Run 1, zoomed window:
Window x 60 to 80, y 66 to 86 microns. Cells in gray, sequential cells in the stronger gray; small squares are vias.
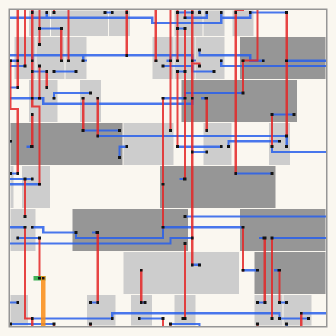
Run 1, local utilization:
9 x 10 tiles, from white (low) to dark blue (high), 0 to 100% covered.
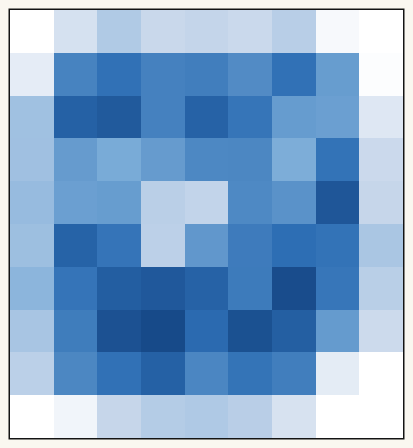
Run 1, cell sizes after repair:
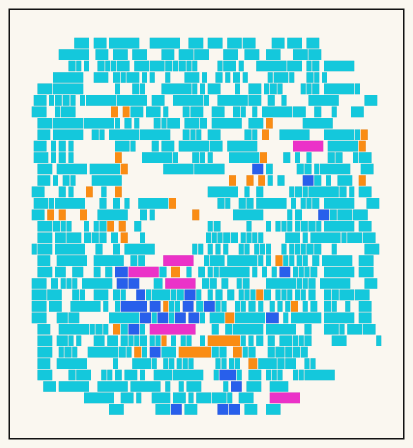
Run 1, placed standard cells:
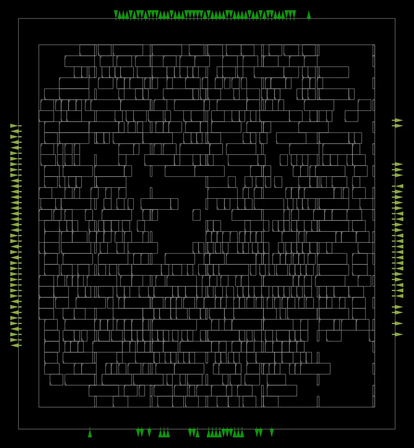
**config.mk**
```make
export PLATFORM = sky130hd
export DESIGN_NAME = mem_store_ctrl
export DESIGN_NICKNAME = d
export VERILOG_FILES = /design/src/rtl/mem_store_pkg.sv /design/src/rtl/store_align.sv /design/src/rtl/mem_store_ctrl.sv
export SDC_FILE = /design/constraint.sdc
export NUM_CORES = 1
export LEC_CHECK = 0
export ABC_AREA = 1
export CAP_MARGIN = 20
export CORE_ASPECT_RATIO = 1.1
export CORE_MARGIN = 5
export CORE_UTILIZATION = 43
export CTS_BUF_LIST = sky130_fd_sc_hd__clkbuf_2
export DETAILED_ROUTE_END_ITERATION = 7
export HOLD_SLACK_MARGIN = 0.06
export MAX_ROUTING_LAYER = met4
export PLACE_DENSITY = 0.85
export RECOVER_POWER = 25
export SYNTH_ARGS = -nofsm -noshare
export SYNTH_HDL_FRONTEND = slang
export SYNTH_SLANG_ARGS = --single-unit
```
**constraint.sdc**
```tcl
create_clock -name CLK -period 1.7 [get_ports CLK]
set_input_delay 0.17 -clock CLK [delete_from_list [all_inputs] [get_ports CLK]]
set_output_delay 0.17 -clock CLK [all_outputs]
set_load 0.05 [all_outputs]
```
**src/rtl/mem_store_pkg.sv**
```systemverilog
// rtl/mem_store_pkg.sv - shared encodings for the data-memory store controller
package mem_store_pkg;

  // Store access size as presented by the MEM stage
  typedef enum logic [1:0] {
    SZ_BYTE = 2'b00,
    SZ_HALF = 2'b01,
    SZ_WORD = 2'b10,
    SZ_ILL  = 2'b11
  } size_e;

  // Completion status reported alongside done
  typedef enum logic [1:0] {
    ERR_NONE     = 2'b00,
    ERR_MISALIGN = 2'b01,
    ERR_SIZE     = 2'b10,
    ERR_TIMEOUT  = 2'b11
  } err_e;

  // Controller states; outputs are decoded directly from these
  typedef enum logic [1:0] {
    ST_IDLE  = 2'b00,
    ST_ISSUE = 2'b01,
    ST_DONE  = 2'b10,
    ST_ERR   = 2'b11
  } state_e;

endpackage

```
**src/rtl/store_align.sv**
```systemverilog
// rtl/store_align.sv - size/offset to little-endian byte lanes and legality flags
module store_align
  import mem_store_pkg::*;
(
  input  size_e       size,
  input  logic [1:0]  off,
  input  logic [31:0] data,
  output logic [3:0]  be,
  output logic [31:0] wdata,
  output logic        misalign,
  output logic        illegal
);

  // Replicate the right-justified data across all lanes so the selected lane
  // always carries it; the byte enables pick which lanes memory writes.
  always_comb begin
    be       = 4'b0000;
    wdata    = 32'h0;
    misalign = 1'b0;
    illegal  = 1'b0;
    case (size)
      SZ_BYTE: begin
        be    = 4'b0001 << off;
        wdata = {4{data[7:0]}};
      end
      SZ_HALF: begin
        be       = off[1] ? 4'b1100 : 4'b0011;
        wdata    = {2{data[15:0]}};
        misalign = off[0];
      end
      SZ_WORD: begin
        be       = 4'b1111;
        wdata    = data;
        misalign = |off;
      end
      default: begin
        illegal = 1'b1;
      end
    endcase
  end

endmodule

```
**src/rtl/mem_store_ctrl.sv**
```systemverilog
// rtl/mem_store_ctrl.sv - store request FSM driving a req/ack data-memory write port
module mem_store_ctrl
  import mem_store_pkg::*;
#(
  parameter int TIMEOUT = 15
) (
  input  logic        CLK,
  input  logic        nReset,
  input  logic        req_valid,
  output logic        req_ready,
  input  logic [31:0] req_addr,
  input  logic [31:0] req_data,
  input  logic [1:0]  req_size,
  output logic        done,
  output logic        err,
  output logic [1:0]  err_code,
  output logic        mem_req,
  output logic [31:0] mem_addr,
  output logic [31:0] mem_wdata,
  output logic [3:0]  mem_be,
  input  logic        mem_ack
);

  localparam int CW = $clog2(TIMEOUT + 1);
  localparam logic [CW-1:0] CNT_LAST = CW'(TIMEOUT - 1);

  state_e        state, state_d;
  logic [CW-1:0] cnt, cnt_d;
  err_e          code_q, code_d;
  logic          load;

  logic [3:0]    al_be;
  logic [31:0]   al_wdata;
  logic          al_mis;
  logic          al_ill;

  store_align u_align (
    .size     (size_e'(req_size)),
    .off      (req_addr[1:0]),
    .data     (req_data),
    .be       (al_be),
    .wdata    (al_wdata),
    .misalign (al_mis),
    .illegal  (al_ill)
  );

  // Next-state logic: accept/classify in IDLE, wait for ack or timeout in ISSUE
  always_comb begin
    state_d = state;
    cnt_d   = cnt;
    code_d  = code_q;
    load    = 1'b0;
    case (state)
      ST_IDLE: begin
        if (req_valid) begin
          if (al_ill) begin
            state_d = ST_ERR;
            code_d  = ERR_SIZE;
          end else if (al_mis) begin
            state_d = ST_ERR;
            code_d  = ERR_MISALIGN;
          end else begin
            state_d = ST_ISSUE;
            code_d  = ERR_NONE;
            cnt_d   = '0;
            load    = 1'b1;
          end
        end
      end
      ST_ISSUE: begin
        if (mem_ack) begin
          state_d = ST_DONE;
        end else if (cnt == CNT_LAST) begin
          state_d = ST_ERR;
          code_d  = ERR_TIMEOUT;
        end else begin
          cnt_d = cnt + CW'(1);
        end
      end
      ST_DONE: state_d = ST_IDLE;
      ST_ERR:  state_d = ST_IDLE;
      default: state_d = ST_IDLE;
    endcase
  end

  // State, status and memory-port registers; the port is loaded only on a legal accept
  always_ff @(posedge CLK) begin
    if (!nReset) begin
      state     <= ST_IDLE;
      cnt       <= '0;
      code_q    <= ERR_NONE;
      mem_addr  <= 32'h0;
      mem_wdata <= 32'h0;
      mem_be    <= 4'b0000;
    end else begin
      state  <= state_d;
      cnt    <= cnt_d;
      code_q <= code_d;
      if (load) begin
        mem_addr  <= {req_addr[31:2], 2'b00};
        mem_wdata <= al_wdata;
        mem_be    <= al_be;
      end
    end
  end

  assign req_ready = (state == ST_IDLE);
  assign mem_req   = (state == ST_ISSUE);
  assign done      = (state == ST_DONE) || (state == ST_ERR);
  assign err       = (state == ST_ERR);
  assign err_code  = code_q;

endmodule
```
==> qor.txt, run 1 <==
Die X = 93.4 microns
Mapped Avg Cell Area = 7.07 sq um
Max transition margin = 60.5%
layout cell share with drive strength beyond 1 = 10.9%
fp util = 44.0%
mi-comb count = 319
count of non-CTS buffers in the layout = 163
clock-pin slew on the worst setup and hold paths = 0.21 ns
Yosys top cell area share = 45.1%
crit path DAT = 1.43 ns
FF/Latch Area = 1480 sq um
Yosys chip area = 3290 sq um
Slew Viols, Final = 0
# rows = 33
Adder Area Share = 2.28%
Clock buf/inv share = 2.43%
H-tree levels = 3
hold slack = 0.189 ns
Hold Path End = mem_addr[22]$_SDFFE_PN0P_
most common cell in the netlist = nand2_1
Mapped Area = 3290 sq um
Post-synth top cells = nand2_1 (159), dfxtp_1 (74), a21oi_1 (66), inv_1 (42), o21ai_0 (31)
multi-input combinational cell area = 1470 sq um
DR vias = 3477
Least-Margin Pin Slew = 0.596 ns
Power Density = 927 nW/um^2
dpl ws = -0.298 ns
CP Capture Point = mem_addr[23]
gpl congestion = 0.856
Post-CTS Setup Inserts = 0
status = completed
Synth Area in XOR/XNOR = 0.266%
Worst Path Required = 1.53 ns
reg2reg end = mem_wdata[6]$_SDFFE_PN0P_
first-pass GRT wire length = 15.2 mm
Final WS setup = 0.102 ns
initial antenna violation count = 0
Non-clk invs = 45
Mux area share = 0%
n_diodes = 0
crit-path cells = dlygate4sd2_1
CP bufs+invs = 1
unrepaired setup endpoints after global routing = no
reg2reg start = state[1]$_SDFFE_PN0P_
initial DRC count = 195
die area = 9500 sq um
Hold Fails Final Rpt = 0
fin crit share = 94.0%
flop-to-flop setup slack = 0.26 ns
Clock buffer cells = 10
CTS hold repair buffers = 0
placed cell count = 706
Routed Antenna Nets = 0
vias in the first global route = 3310
TritonCTS clock tree = built
Late-Pin Clk Latency = 0.50 ns
top comb family, area = simple AND/OR/NAND/NOR gates
WL per Instance = 13.5 microns
post-synthesis cell count = 465
Slowest-stage cell, CP = dlygate4sd2_1
max incr delay on CP = 0.54 ns
ao+oa area frac = 17.0%
top-level I/O count = 144
Area Overhead vs Synth = 47.3%
ys flops = 74
Max clock buf depth = 2
multi-input gate share of total cell area = 30.3%
VDD IR max = 541 uV
total core area = 7470 sq um
Achievable Freq = 0.626 GHz
Back to the opening pictures, 'zoomed window':
| layer | color |
|---|---|
| met3 | green |
| met4 | orange |
| met1 | blue |
| met2 | red |
most frequent: nand2_1 (10), a21oi_1 (8), dfxtp_1 (7)
cells with their middle in the window: 33
sequential cells in the window: 7
netlist names of flops here include: mem_addr (4), mem_wdata (3)

Back to the opening pictures, 'local utilization':
nearly empty tiles: 7.8%
fullest tile: 90%
mean over tiles: 50%
densest ninth of the die: bottom center

Back to the opening pictures, 'cell sizes after repair':
| size | color | cells | share | most used |
|---|---|---|---|---|
| drive 1 or less | cyan | 550 | 89% | nand2_1 |
| drive 3 to 4 | blue | 25 | 4.1% | buf_4 |
| drive 2 | orange | 36 | 5.8% | clkbuf_2 |
| drive 6 and up | magenta | 6 | 0.97% | buf_12 |

Back to the opening pictures, 'placed standard cells':
Finished Layout Cells: 722
# fillers: 715
Final Util: 64.8%

[run 1: power breakdown]
group / internal [uW] / switching (uW) / leakage, uW
registers: 1890 / 91.1 / 0.000607
clock network: 347 / 623 / 0.0000681
logic: 515 / 1020 / 0.00160
total: 2760 / 1730 / 0.00227
[run 1: worst min-delay path: cells and delay by family]
family	cells	cell delay (ns)
buffers and inverters	1	0.39
AND-OR/OR-AND	1	0.05
AND/OR/NAND/NOR	1	0.06
[run 1: metrics by stage]
stage / setup TNS, ns / power, uW / area [sq um]
after floorplan: 0 / 3040 / 3290
after detailed placement: -17.04 / 3660 / 4840
final: 0 / 4490 / 4840
after global routing: 0 / 4710 / 4840
after CTS: 0 / 4550 / 4890
after global placement: -11.87 / 3620 / 4840
[run 1: logic make-up after synthesis]
| kind of cell | count (synthesis) |
|---|---|
| AOI/OAI and AO/OA | 107 |
| buffers and inverters | 73 |
| and+or+nand+nor | 203 |
| adders and majority gates | 6 |
| DFF | 74 |
| xor gates and xnor gates | 1 |
| other | 1 |
[run 1: cell usage in the layout (no fill, tap or decap), drive strengths merged, types with 2 or more instances in the layout]
cell type and n:
clkinv 3, clkinvlp 2, o21ai 31, a21oi 66, conb 2, clkdlybuf4s50 68, a22oi 8, inv 45
clkbuf 29, buf 24, nand3 18, nand2 161, nor2 20, dlygate4sd2 51, dfxtp 74, or2 2
ha 6
[run 1: state kept, by name, indices dropped and copies added, names as in the netlist]
signal     flops
cnt            4
mem_wdata     32
err_code       2
mem_addr      30
mem_be         4
state          2
[run 1: repair_timing]
action	4_1_cts	5_1_grt
gates resized	51	2
setup endpoints to repair	51	1
hold endpoints to repair	0	0
[run 1: routing by layer]
layer | track usage [%] | share of wire, %
met3 | 3.27 | 5.5
met4 | 9.92 | 2.6
met2 | 35.0 | 49
met5 | - | 0
met1 | 24.6 | 42
--- run 2 (diff from run 1) ---
--- a/config.mk
+++ b/config.mk
@@ -9,7 +9,7 @@
 export CAP_MARGIN = 20
 export CORE_ASPECT_RATIO = 1.1
 export CORE_MARGIN = 5
-export CORE_UTILIZATION = 43
+export CORE_UTILIZATION = 44
 export CTS_BUF_LIST = sky130_fd_sc_hd__clkbuf_2
 export DETAILED_ROUTE_END_ITERATION = 7
 export HOLD_SLACK_MARGIN = 0.06
@@ -18,4 +18,5 @@
 export RECOVER_POWER = 25
 export SYNTH_ARGS = -nofsm -noshare
 export SYNTH_HDL_FRONTEND = slang
+export SYNTH_HIERARCHICAL = 1
 export SYNTH_SLANG_ARGS = --single-unit
==> constraint.sdc (replaced) <==
create_clock -name CLK -period 1.7 [get_ports CLK]
set_input_delay 0.17 -clock CLK [delete_from_list [all_inputs] [get_ports CLK]]
set_output_delay 0.17 -clock CLK [all_outputs]
set_load 0.005 [all_outputs]
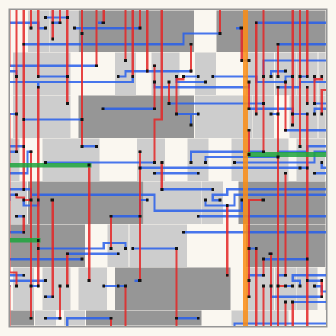
Run 2: zoomed window
Window x 61 to 81, y 67 to 87 microns. Cells in gray, sequential cells in the stronger gray; small squares are vias.
| layer | color |
|---|---|
| met3 | green |
| met2 | red |
| met4 | orange |
| met1 | blue |
most frequent: nand2_1 (13), a21oi_1 (8), dfxtp_1 (8)
cells with their middle in the window: 37
netlist names of flops here include: mem_addr (6), mem_wdata (2)
sequential cells in the window: 8

==> qor.txt, run 2 <==
commonest non-fill, non-tap cell in the layout = nand2_1 (unchanged)
die area = 9640 sq um (was 9500 sq um)
reg2reg end = cnt[3]$_SDFFE_PN0P_ (was mem_wdata[6]$_SDFFE_PN0P_)
Finished Layout Cells = 756 (was 722)
# fillers = 660 (was 715)
top sig layer = met4 (unchanged)
ao+oa area frac = 13.8% (was 17.0%)
gpl congestion = 0.853 (was 0.856)
P_int = 2770 uW (was 2760 uW)
routed length on met3 = 757 microns (was 539 microns)
crit-path cells = clkdlybuf4s50_1 > inv_1 > ha_1 > a21oi_1 > nor2_1 > nor2_1 > nand3_2 > inv_2 > buf_12 > nand2_1 > a21oi_1 (was dlygate4sd2_1)
Die X = 94.1 microns (was 93.4 microns)
vias in the first global route = 3530 (was 3310)
reg2reg start = cnt[0]$_SDFFE_PN0P_ (was state[1]$_SDFFE_PN0P_)
switch share = 30.4% (was 38.6%)
Max clock buf depth = 2 (unchanged)
clock-pin slew on the worst setup and hold paths = 0.20 ns (was 0.21 ns)
met2 Resource Use GR = 38.9% (was 35.0%)
CP bufs+invs = 4 (was 1)
Worst Path Required = 2.15 ns (was 1.53 ns)
Achievable Freq = 0.612 GHz (was 0.626 GHz)
Adder Area Share = 2.56% (was 2.28%)
Cell Area, Placed = 4990 sq um (was 4840 sq um)
Yosys chip area = 3420 sq um (was 3290 sq um)
status = completed (unchanged)
Late-Pin Clk Latency = 0.51 ns (was 0.50 ns)
Power Density = 780 nW/um^2 (was 927 nW/um^2)
met1 Use GR = 26.2% (was 24.6%)
combinational share of power = 27.5% (was 34.2%)
Hold Fails Final Rpt = 0 (unchanged)
fin crit share = 96.2% (was 94.0%)
Post-synth top cells = nand2_1 (221), a21oi_1 (88), dfxtp_1 (74), inv_1 (23), nand3_1 (21) (was nand2_1 (159), dfxtp_1 (74), a21oi_1 (66), inv_1 (42), o21ai_0 (31))
ys flops = 74 (unchanged)
initial DRC count = 249 (was 195)
unrepaired setup endpoints after global routing = no (unchanged)
max incr delay on CP = 0.50 ns (was 0.54 ns)
WL per Instance = 14.3 microns (was 13.5 microns)
# rows = 33 (unchanged)
met2 WL post-DR = 5.36 mm (was 4.84 mm)
Mapped Avg Cell Area = 6.77 sq um (was 7.07 sq um)
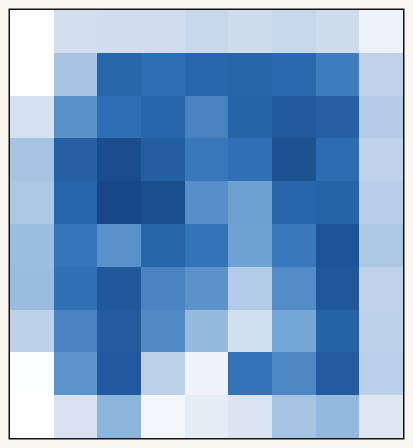
Run 2: local utilization
9 x 10 tiles, from white (low) to dark blue (high), 0 to 100% covered.
emptiest ninth of the die: bottom center
fullest tile: 91%
tiles over 75% full: 30%
nearly empty tiles: 4.4%
mean over tiles: 52%
total core area: 7510 sq um
Final Util: 67.9%
fp util: 45.5%

## run 2: netlist changes by cell type after synthesis, moves of 4 or more
cell / delta
nand2_1: +62
o21ai_0: -26
a21oi_1: +22
inv_1: -19
a22oi_1: -8
buf_2: +4
nand3_1: +4
## run 2: area by class of cell
cell class / count / area [sq um] / share of cell area, %
Timing Repair Buffer: 162 / 1640 / 32.1
Multi-Input combinational cell: 373 / 1640 / 32.1
Sequential cell: 74 / 1490 / 29.2
Tap cell: 105 / 131 / 2.57
Inverter: 26 / 97.6 / 1.91
Clock inverter: 6 / 57.6 / 1.13
Clock buffer: 10 / 50.0 / 0.980
## run 2: power groups by stage
stage / Sequential, uW / Combinational (uW) / Clock, uW
global route: 1950 / 1200 / 1060
floorplan: 1970 / 511 / 0
global placement: 1960 / 1070 / 0
CTS: 1940 / 1100 / 971
detailed placement: 1970 / 1100 / 0
finish: 1930 / 1100 / 950
## run 2: timing repair
action / in CTS / in global routing
hold buffers: 0 / 0
setup buffers: 1 / 0
gates resized: 7 / 4
pin swaps: 1 / 0
endpoints found under the setup margin: 4 / 4
## run 2: metrics by stage
step                      worst slack, ns  util (%)  total power (uW)  TNS (ns)  hold slack, ns
after detailed placement           -0.439      66.4              3070    -27.22           0.445
after floorplan                    0.0126         -              2480         0           0.290
final                              0.0653      67.9              3980         0           0.173
after CTS                          0.0340      68.0              4010         0           0.151
after global routing              0.00109      67.9              4210         0           0.126
after global placement             -0.338      66.4              3040    -22.44           0.443
## run 2: logic make-up (layout without fill, tap and decap cells)
logic type / count (synthesis) / in the layout
AOI/OAI and AO/OA: 94 / 94
buffers and inverters: 59 / 204
adders and majority gates: 7 / 7
and+or+nand+nor: 270 / 270
DFF: 74 / 74
other: 1 / 2
Power figures rest on the tool's default switching activity, not on a simulated workload.
